`config.mk`:
```
export PLATFORM = sky130hd
export DESIGN_NAME = rv_bus_arbiter
export DESIGN_NICKNAME = d
export VERILOG_FILES = /design/src/rtl/rv_bus_arbiter.sv
export SDC_FILE = /design/constraint.sdc
export NUM_CORES = 1
export LEC_CHECK = 0
export CORE_AREA = 2 2 123 125
export DETAILED_ROUTE_END_ITERATION = 10
export DIE_AREA = 0 0 125 127
export HOLD_SLACK_MARGIN = 0.05
export PLACE_DENSITY = 0.6
export SLEW_MARGIN = 25
export SYNTH_ARGS = -nofsm -noshare
export SYNTH_HDL_FRONTEND = slang
export SYNTH_SLANG_ARGS = --single-unit
export TNS_END_PERCENT = 100
```
`constraint.sdc`:
```
create_clock -name clk -period 3.65 [get_ports clk]
set_input_delay 0.73 -clock clk [delete_from_list [all_inputs] [get_ports clk]]
set_output_delay 0.73 -clock clk [all_outputs]
set_load 0.05 [all_outputs]
```
`src/rtl/rv_bus_arbiter.sv`:
```
// Two-master (I/D) to one-slave bus arbiter for rv_core.
// D has priority, with a starvation limit so that I still makes progress.
// A grant is held until the slave completes, the owner aborts, or the
// watchdog forces completion.

package bus_if_types_pkg;
    typedef enum logic [1:0] {
        READ   = 2'b00,
        WRITE  = 2'b01,
        FETCH  = 2'b10,
        ATOMIC = 2'b11
    } ttype_e;

    typedef enum logic [1:0] {
        SZ_BYTE = 2'b00,
        SZ_HALF = 2'b01,
        SZ_WORD = 2'b10,
        SZ_RSVD = 2'b11
    } tsize_e;
endpackage

module rv_bus_arbiter
    import bus_if_types_pkg::*;
#(
    parameter int unsigned MAX_CONSEC = 4,
    parameter int unsigned TIMEOUT    = 255
) (
    input  logic        clk,
    input  logic        rst_n,

    input  logic        i_breq,
    input  logic        i_bstart,
    input  ttype_e      i_ttype,
    input  tsize_e      i_tsize,
    input  logic [31:0] i_addr,
    input  logic [31:0] i_wdata,
    output logic [31:0] i_rdata,
    output logic        i_bdone,

    input  logic        d_breq,
    input  logic        d_bstart,
    input  ttype_e      d_ttype,
    input  tsize_e      d_tsize,
    input  logic [31:0] d_addr,
    input  logic [31:0] d_wdata,
    output logic [31:0] d_rdata,
    output logic        d_bdone,

    output logic        s_breq,
    output logic        s_bstart,
    output ttype_e      s_ttype,
    output tsize_e      s_tsize,
    output logic [31:0] s_addr,
    output logic [31:0] s_wdata,
    input  logic [31:0] s_rdata,
    input  logic        s_bdone,

    output logic [1:0]  grant,
    output logic        timeout_err
);

    typedef enum logic [1:0] {
        IDLE  = 2'b00,
        GNT_I = 2'b01,
        GNT_D = 2'b10
    } state_e;

    localparam logic [7:0]  MAX_C        = 8'(MAX_CONSEC);
    localparam logic [15:0] TIMEOUT_LAST = 16'(TIMEOUT - 32'd1);
    localparam bit          WD_EN        = (TIMEOUT != 32'd0);

    state_e      state_r;
    state_e      state_nxt_s;
    logic [7:0]  starve_r;
    logic [7:0]  starve_nxt_s;
    logic [15:0] wd_r;
    logic [15:0] wd_nxt_s;

    logic        in_gnt_s;
    logic        owner_req_s;
    logic        timeout_hit_s;
    logic        complete_s;
    logic        decide_s;

    // Qualify the current cycle: owner still requesting, forced timeout, completion, decision point
    always_comb begin
        in_gnt_s = (state_r != IDLE);
        case (state_r)
            GNT_I:   owner_req_s = i_breq;
            GNT_D:   owner_req_s = d_breq;
            default: owner_req_s = 1'b0;
        endcase
        // A real s_bdone in the same cycle wins over the watchdog
        timeout_hit_s = WD_EN && in_gnt_s && (wd_r == TIMEOUT_LAST) && !s_bdone;
        complete_s    = in_gnt_s && (s_bdone || timeout_hit_s);
        decide_s      = !in_gnt_s || complete_s;
    end

    // Next-state, starvation counter and watchdog counter
    always_comb begin
        state_nxt_s  = state_r;
        starve_nxt_s = starve_r;
        wd_nxt_s     = wd_r;
        if (decide_s) begin
            wd_nxt_s = 16'd0;
            if (d_breq && !(i_breq && (starve_r == MAX_C))) begin
                state_nxt_s = GNT_D;
                if (i_breq) begin
                    if (starve_r < MAX_C) begin
                        starve_nxt_s = starve_r + 8'd1;
                    end else begin
                        starve_nxt_s = starve_r;
                    end
                end else begin
                    starve_nxt_s = 8'd0;
                end
            end else if (i_breq) begin
                state_nxt_s  = GNT_I;
                starve_nxt_s = 8'd0;
            end else begin
                state_nxt_s  = IDLE;
                starve_nxt_s = 8'd0;
            end
        end else if (!owner_req_s) begin
            // Owner abandoned the transfer: release the slave without a bdone
            state_nxt_s = IDLE;
            wd_nxt_s    = 16'd0;
        end else begin
            wd_nxt_s = wd_r + 16'd1;
        end
    end

    // State and counter registers
    always_ff @(posedge clk or negedge rst_n) begin
        if (!rst_n) begin
            state_r  <= IDLE;
            starve_r <= 8'd0;
            wd_r     <= 16'd0;
        end else begin
            state_r  <= state_nxt_s;
            starve_r <= starve_nxt_s;
            wd_r     <= wd_nxt_s;
        end
    end

    // Slave-side mux driven from the registered grant; zeros when nobody owns the bus
    always_comb begin
        s_breq   = 1'b0;
        s_bstart = 1'b0;
        s_ttype  = READ;
        s_tsize  = SZ_BYTE;
        s_addr   = 32'd0;
        s_wdata  = 32'd0;
        case (state_r)
            GNT_I: begin
                s_breq   = i_breq;
                s_bstart = i_bstart;
                s_ttype  = i_ttype;
                s_tsize  = i_tsize;
                s_addr   = i_addr;
                s_wdata  = i_wdata;
            end
            GNT_D: begin
                s_breq   = d_breq;
                s_bstart = d_bstart;
                s_ttype  = d_ttype;
                s_tsize  = d_tsize;
                s_addr   = d_addr;
                s_wdata  = d_wdata;
            end
            default: begin
                s_breq   = 1'b0;
                s_bstart = 1'b0;
            end
        endcase
    end

    // Return path: only the owner sees completion; a forced completion returns zero data
    always_comb begin
        grant       = {state_r == GNT_D, state_r == GNT_I};
        i_bdone     = grant[0] && (s_bdone || timeout_hit_s);
        d_bdone     = grant[1] && (s_bdone || timeout_hit_s);
        timeout_err = timeout_hit_s;
        if (timeout_hit_s && grant[0]) begin
            i_rdata = 32'd0;
        end else begin
            i_rdata = s_rdata;
        end
        if (timeout_hit_s && grant[1]) begin
            d_rdata = 32'd0;
        end else begin
            d_rdata = s_rdata;
        end
    end

endmodule

```
Fig. 1: run 1, met1 routing
Scale bar: 50 microns. Cells faint in the background.
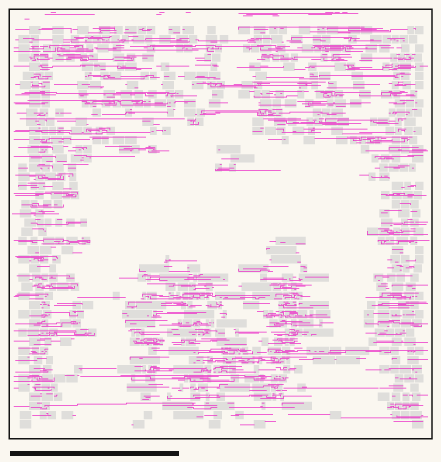
wire length on this layer: 5270 microns
longest straight run: 48.8 microns
main direction: horizontal
share of all routed wire: 37%
nets with wire on the layer: 683

Fig. 2: run 1, met2 routing
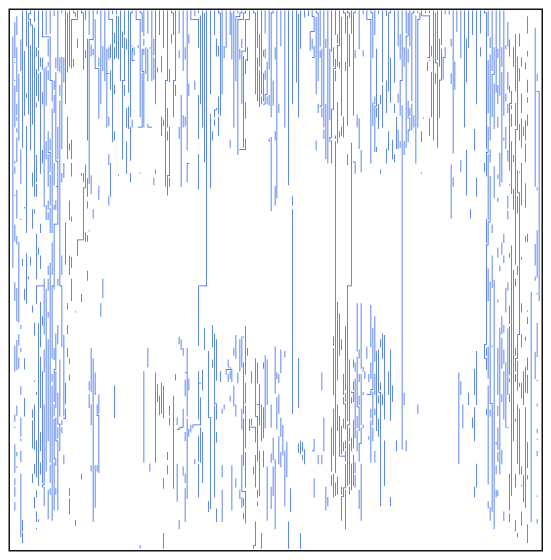
share of all routed wire: 53%
nets with wire on the layer: 729
wire length on this layer: 7600 microns

==> notes.md, run 1 <==
Synthesis and PnR results.

- At the end of the flow, the number of nets in the layout was 859.
- The final core utilization is 42.3%.
- In this run the cell area measured after placement is roughly 6000 sq um.
- The critical register-to-register path startpoint reads state_r[0].
- After synthesis, the mean cell area works out to roughly 7.9 sq um.
- In the Yosys stats the netlist draws on 34 distinct library cells.
- The highest-utilization routing layer at the global route stage reads met2.
- The routed length on met1 is about 5300 microns.
- The proportion of synthesized chip area in sequential cells is 21.5%.
- The tally of nets with antenna violations remaining after routing reads 0.
- The detailed-placement wirelength estimate reads 12000 microns.
- The critical path launch point type is a register.
- The period utilization reads 95.5%.
- The most instantiated flip-flop cell in the synthesis netlist reads sky130_fd_sc_hd__dfrtp_1.
- The maximum number of pins on one net before global-route repair is ~48.
- At the pin with the least slew margin, the transition time is 787 ps.
- The total congestion overflow after global routing reads 0.
- The flow ran to the end, and the final reports show no timing, DRC or antenna violations.
- STA classifies the critical path endpoint as an output port.
- The cts-stage hold buffer count reads 0.
- The detailed router's first-iteration violation count reads about 150.
- The average wire per standard cell reads 16.8 microns.
- The number of cells upsized or downsized after cts is 0.
- After synthesis, the share of flip-flops with an asynchronous set or reset is 100%.
- For reference, the top cells by area after synthesis are sky130_fd_sc_hd__nor2b_1, sky130_fd_sc_hd__dfrtp_1, sky130_fd_sc_hd__a22oi_1, sky130_fd_sc_hd__nor2b_2, sky130_fd_sc_hd__xnor2_1.
- Once the clock tree was built, the setup fixing pass inserted 0 buffers.
- The end-of-flow timing check tallies setup violations at 0.
- For reference, the clock transition at the flip-flops on the worst setup and hold paths is ~70 ps.
- The total CTS buffers reads 3.
- The synthesis log from Yosys contains 0 warnings.
- The detailed-route DRC error count reads 0.
- The total leakage power reads 2.50 nW.
- The number of stages on the worst hold path is 1.
- The relative slew slack reads 47.5%.
- The share of cells above drive strength 1 is 28.1%.
- The largest area contributor in the netlist is sky130_fd_sc_hd__nor2b_1.
- The routed wire length on met2 reads 7600 microns.
- The area of all placed cells without fillers is 6100 sq um.
- The final setup slack of the worst path is between 150 and 200 ps.
- The top metal layer carrying routed signals reads met4.
- At the floorplan stage, the core utilization is reported as 21.0%.
- The endpoint of the worst hold path reads starve_r[5].
- The category of the most critical setup path is register to output port.
- The first global-routing pass estimated 21600 microns of wire.
- Looking at the reg2reg group, the worst path ends at starve_r[1].
- The count of H-tree levels built during CTS reads 1.
- The row count is 44.
- The timing-limited maximum frequency reads 287 MHz.
- The number of antenna diodes is 0.
Fig. 3: run 1, metal 3
Scale bar: 50 microns.
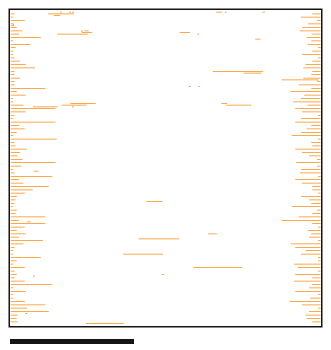
main direction: horizontal
wire length on this layer: 1140 microns
share of all routed wire: 7.9%
nets with wire on the layer: 206
wire length after detailed routing: 14400 microns
GR met3 Demand/Resource: 3.94%
routed vias: 3977

[run 1: how the worst max path moves through the flow]
stage	to	cells past startpoint
floorplan	timeout_err	2
global placement	d_rdata[21]	8
detailed placement	d_rdata[3]	8
CTS	d_rdata[3]	8
global route	d_rdata[2]	8
finish	d_rdata[3]	8
[run 1: worst max-delay path: stages, from the launching register on]
cell and delay, ps:
sky130_fd_sc_hd__dfrtp_1 380, sky130_fd_sc_hd__inv_1 70, sky130_fd_sc_hd__ha_1 240, sky130_fd_sc_hd__or4bb_1 520
sky130_fd_sc_hd__or4_4 510, sky130_fd_sc_hd__nor3b_4 260, sky130_fd_sc_hd__buf_12 240, sky130_fd_sc_hd__nor2b_1 80
sky130_fd_sc_hd__buf_4 190
[run 1: Yosys cell counts, drive strengths merged, types with 2 or more instances]
cell	count
nor2b	139
a22oi	71
dfrtp	26
clkbuf	24
nor2	23
xnor2	13
inv	11
buf	8
nand2	8
ha	7
nand3	7
nor4	7
nand4	6
nor3	6
a21oi	3
a21boi	2
nor3b	2
o211ai	2
o21ai	2
or4	2
[run 1: state kept, by name, summed over array words and instances (netlist names)]
| register | flops |
|---|---|
| wd_r | 16 |
| state_r | 2 |
| starve_r | 8 |
[run 1: power breakdown]
part	internal [W]	leakage (nW)	switching, W
registers	0.000292	0.360	0.00000336
logic	0.000403	2.09	0.000560
clock network	0.000168	0.0442	0.000100
total	0.000863	2.50	0.000663
[run 1: layout make-up]
class | count | area [sq um] | share of cell area [%]
well taps | 184 | 230 | 3.77
inverters | 11 | 41.3 | 0.676
clock buffers | 4 | 88.8 | 1.46
multi-input cells | 312 | 2170 | 35.5
flip-flops and latches | 26 | 651 | 10.7
repair buffers | 323 | 2930 | 48.0
[run 1: placed cells by master (no fill, tap or decap), types with 2 or more instances in the layout]
master                            instances
sky130_fd_sc_hd__a21boi_0                 2
sky130_fd_sc_hd__a21oi_1                  3
sky130_fd_sc_hd__a22oi_1                 71
sky130_fd_sc_hd__buf_12                   5
sky130_fd_sc_hd__buf_4                  142
sky130_fd_sc_hd__clkbuf_16                3
sky130_fd_sc_hd__clkdlybuf4s50_1        176
sky130_fd_sc_hd__dfrtp_1                 26
sky130_fd_sc_hd__ha_1                     5
sky130_fd_sc_hd__ha_2                     2
sky130_fd_sc_hd__inv_1                   11
sky130_fd_sc_hd__nand2_1                  8
sky130_fd_sc_hd__nand3_1                  7
sky130_fd_sc_hd__nand4_1                  6
sky130_fd_sc_hd__nor2_1                  23
sky130_fd_sc_hd__nor2b_1                110
sky130_fd_sc_hd__nor2b_2                 29
sky130_fd_sc_hd__nor3_1                   6
sky130_fd_sc_hd__nor3b_4                  2
sky130_fd_sc_hd__nor4_1                   7
sky130_fd_sc_hd__o211ai_1                 2
sky130_fd_sc_hd__o21ai_0                  2
sky130_fd_sc_hd__or4_4                    2
sky130_fd_sc_hd__xnor2_1                 13
[run 1: kinds of logic after synthesis]
kind of cell    after synthesis  synth area share, %
xor+xnor                     14                 4.05
mux                           1                0.331
fa+ha+maj                     7                 2.89
buf+inv                      43                 7.11
simple gates                205                 43.1
flops                        26                 21.5
compound gates               85                 21.0
==> inputs of run 2 (changes only) <==
- CELL_PAD_IN_SITES_DETAIL_PLACEMENT: unset -> 0
- CELL_PAD_IN_SITES_GLOBAL_PLACEMENT: unset -> 1
- CORE_AREA: 2 2 123 125 -> unset
- CORE_MARGIN: unset -> 2
- CORE_UTILIZATION: unset -> 19
- DIE_AREA: 0 0 125 127 -> unset
- PLACE_DENSITY: 0.6 -> 0.81
Fig. 4: run 2, met1 routing
Scale bar: 50 microns. Cells faint in the background.
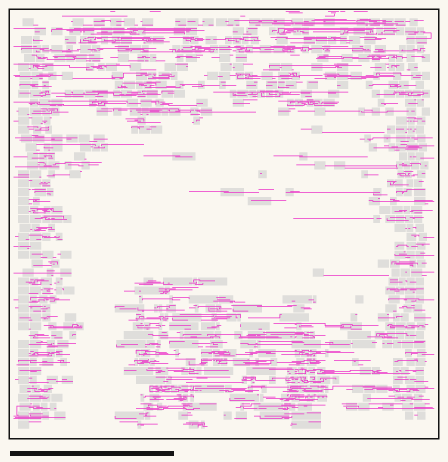
met1 Use GR: 16.9%
routed vias: 3958
wire length after detailed routing: 13900 microns

==> notes.md, run 2 <==
Synthesis and PnR results.

- The total CTS buffers is 3.
- The net switching fraction of the power reads 42.6%.
- Once iteration 0 of detailed routing completed, the report listed roughly 140 DRC markers.
- The top cell type in the final layout, fill and taps aside, is sky130_fd_sc_hd__clkdlybuf4s50_1.
- The run finished with clean final reports.
- The first-pass GRT wire length is 19500 microns.
- The share of async-settable or async-resettable flops after synthesis is 100%.
- The top cell types in the final layout, fill and taps aside, are sky130_fd_sc_hd__clkdlybuf4s50_1, sky130_fd_sc_hd__nor2b_1, sky130_fd_sc_hd__buf_4.
- The number of distinct standard cells referenced by the synthesized netlist reads 34.
- Per the timing report, the most critical flop-to-flop path finishes at starve_r[1].
- The sequential share of power reads between 10% and 20%.
- The detailed-placement wirelength estimate reads between 10000 and 15000 microns.
- The registers reported with the highest flop counts are wd_r x16, starve_r x8, state_r x2.
- The row count is 46.
- The largest area contributor in the netlist is sky130_fd_sc_hd__nor2b_1.
- In the post-synthesis netlist, the biggest area contributors are sky130_fd_sc_hd__nor2b_1, sky130_fd_sc_hd__dfrtp_1, sky130_fd_sc_hd__a22oi_1, sky130_fd_sc_hd__nor2b_2, sky130_fd_sc_hd__xnor2_1.
- The clock network is responsible for 17.1% of the overall power.
- Entering global routing, the biggest net connects 51 pins.
- The CTS clock-pin slew for the worst setup and hold paths reads 60 ps.
- The capturing element type of the critical path reads an output port.
- Derived from the worst setup path, the maximum achievable clock frequency is between 200 and 300 MHz.
- Looking at the max-slew report, the worst-margin pin has a slew of roughly 650 ps.
- The critical register-to-register path startpoint reads state_r[0].
- The total of warnings raised by yosys is 0.
- The maximum cell stage delay along the critical path is approximately 520 ps.
- In this run the worst setup path terminates at d_rdata[5].
- The period utilization reads 95.4%.
- CTS built an H-tree with a depth of 1.
Fig. 5: run 2, metal 3
Scale bar: 50 microns.
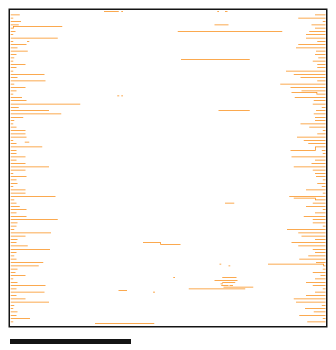
share of all routed wire: 9.8%
wire length on this layer: 1370 microns
longest straight run: 42.8 microns
GR met3 Demand/Resource: 3.36%

run 2: layout make-up:
class | count | area (sq um)
sequential | 26 | 651
inverter | 11 | 41.3
fill | 1558 | 9370
tap | 216 | 270
timing repair buffer | 326 | 3120
multi-input combinational | 312 | 2170
antenna | 1 | 2.50
clock buffer | 4 | 88.8
run 2: critical path: cells and delay by family (launching register included):
family | cells | cell delay [ps]
and+or+nand+nor | 4 | 1370
buffers and inverters | 3 | 500
DFF | 1 | 390
adders and majority gates | 1 | 210
run 2: kinds of logic after synthesis:
| family | after synthesis | share of synthesized area [%] |
|---|---|---|
| AND/OR/NAND/NOR | 205 | 43.1 |
| flip-flops | 26 | 21.5 |
| XOR/XNOR | 14 | 4.05 |
| adder cells (fa/ha/maj) | 7 | 2.89 |
| multiplexers | 1 | 0.331 |
| buffers and inverters | 43 | 7.11 |
| AND-OR/OR-AND | 85 | 21.0 |
run 2: power by group through the flow:
stage          Clock (W)  Sequential (W)  Combinational, W
5_1_grt         0.000285        0.000296           0.00104
3_3_place_gp           0        0.000301          0.000987
3_5_place_dp           0        0.000301          0.000992
4_1_cts         0.000272        0.000296          0.000995
6_report        0.000265        0.000296          0.000988
2_1_floorplan          0        0.000300          0.000553
run 2: how the worst min path moves through the flow:
stage / depth (start not counted) / end / slack [ps] / startpoint
after floorplan: 0 / starve_r[0] / 430 / rst_n
after global placement: 1 / wd_r[0] / 490 / wd_r[0]
after detailed placement: 1 / starve_r[5] / 490 / starve_r[5]
after CTS: 1 / wd_r[11] / 490 / rst_n
after global routing: 1 / wd_r[10] / 510 / rst_n
final: 1 / wd_r[11] / 470 / rst_n
run 2: metrics by stage:
stage / util [%] / hold WS, ps / worst slack, ps / cells
6_report: 40.3 / 471 / 168 / 896
4_1_cts: 40.3 / 486 / 162 / 895
3_3_place_gp: 39.8 / 492 / 428 / 891
5_1_grt: 40.3 / 512 / 49.4 / 896
2_1_floorplan: - / 434 / 442 / 381
3_5_place_dp: 39.8 / 494 / 419 / 891
run 2: layer usage:
metal	GRT usage [%]	vias up	share of wire [%]
li1	-	1921	-
met1	16.9	1792	38
met2	26.6	227	50
met3	3.36	18	9.8
met4	2.66	0	2.0
met5	0	-	0
Power and IR drop assume default switching activity.
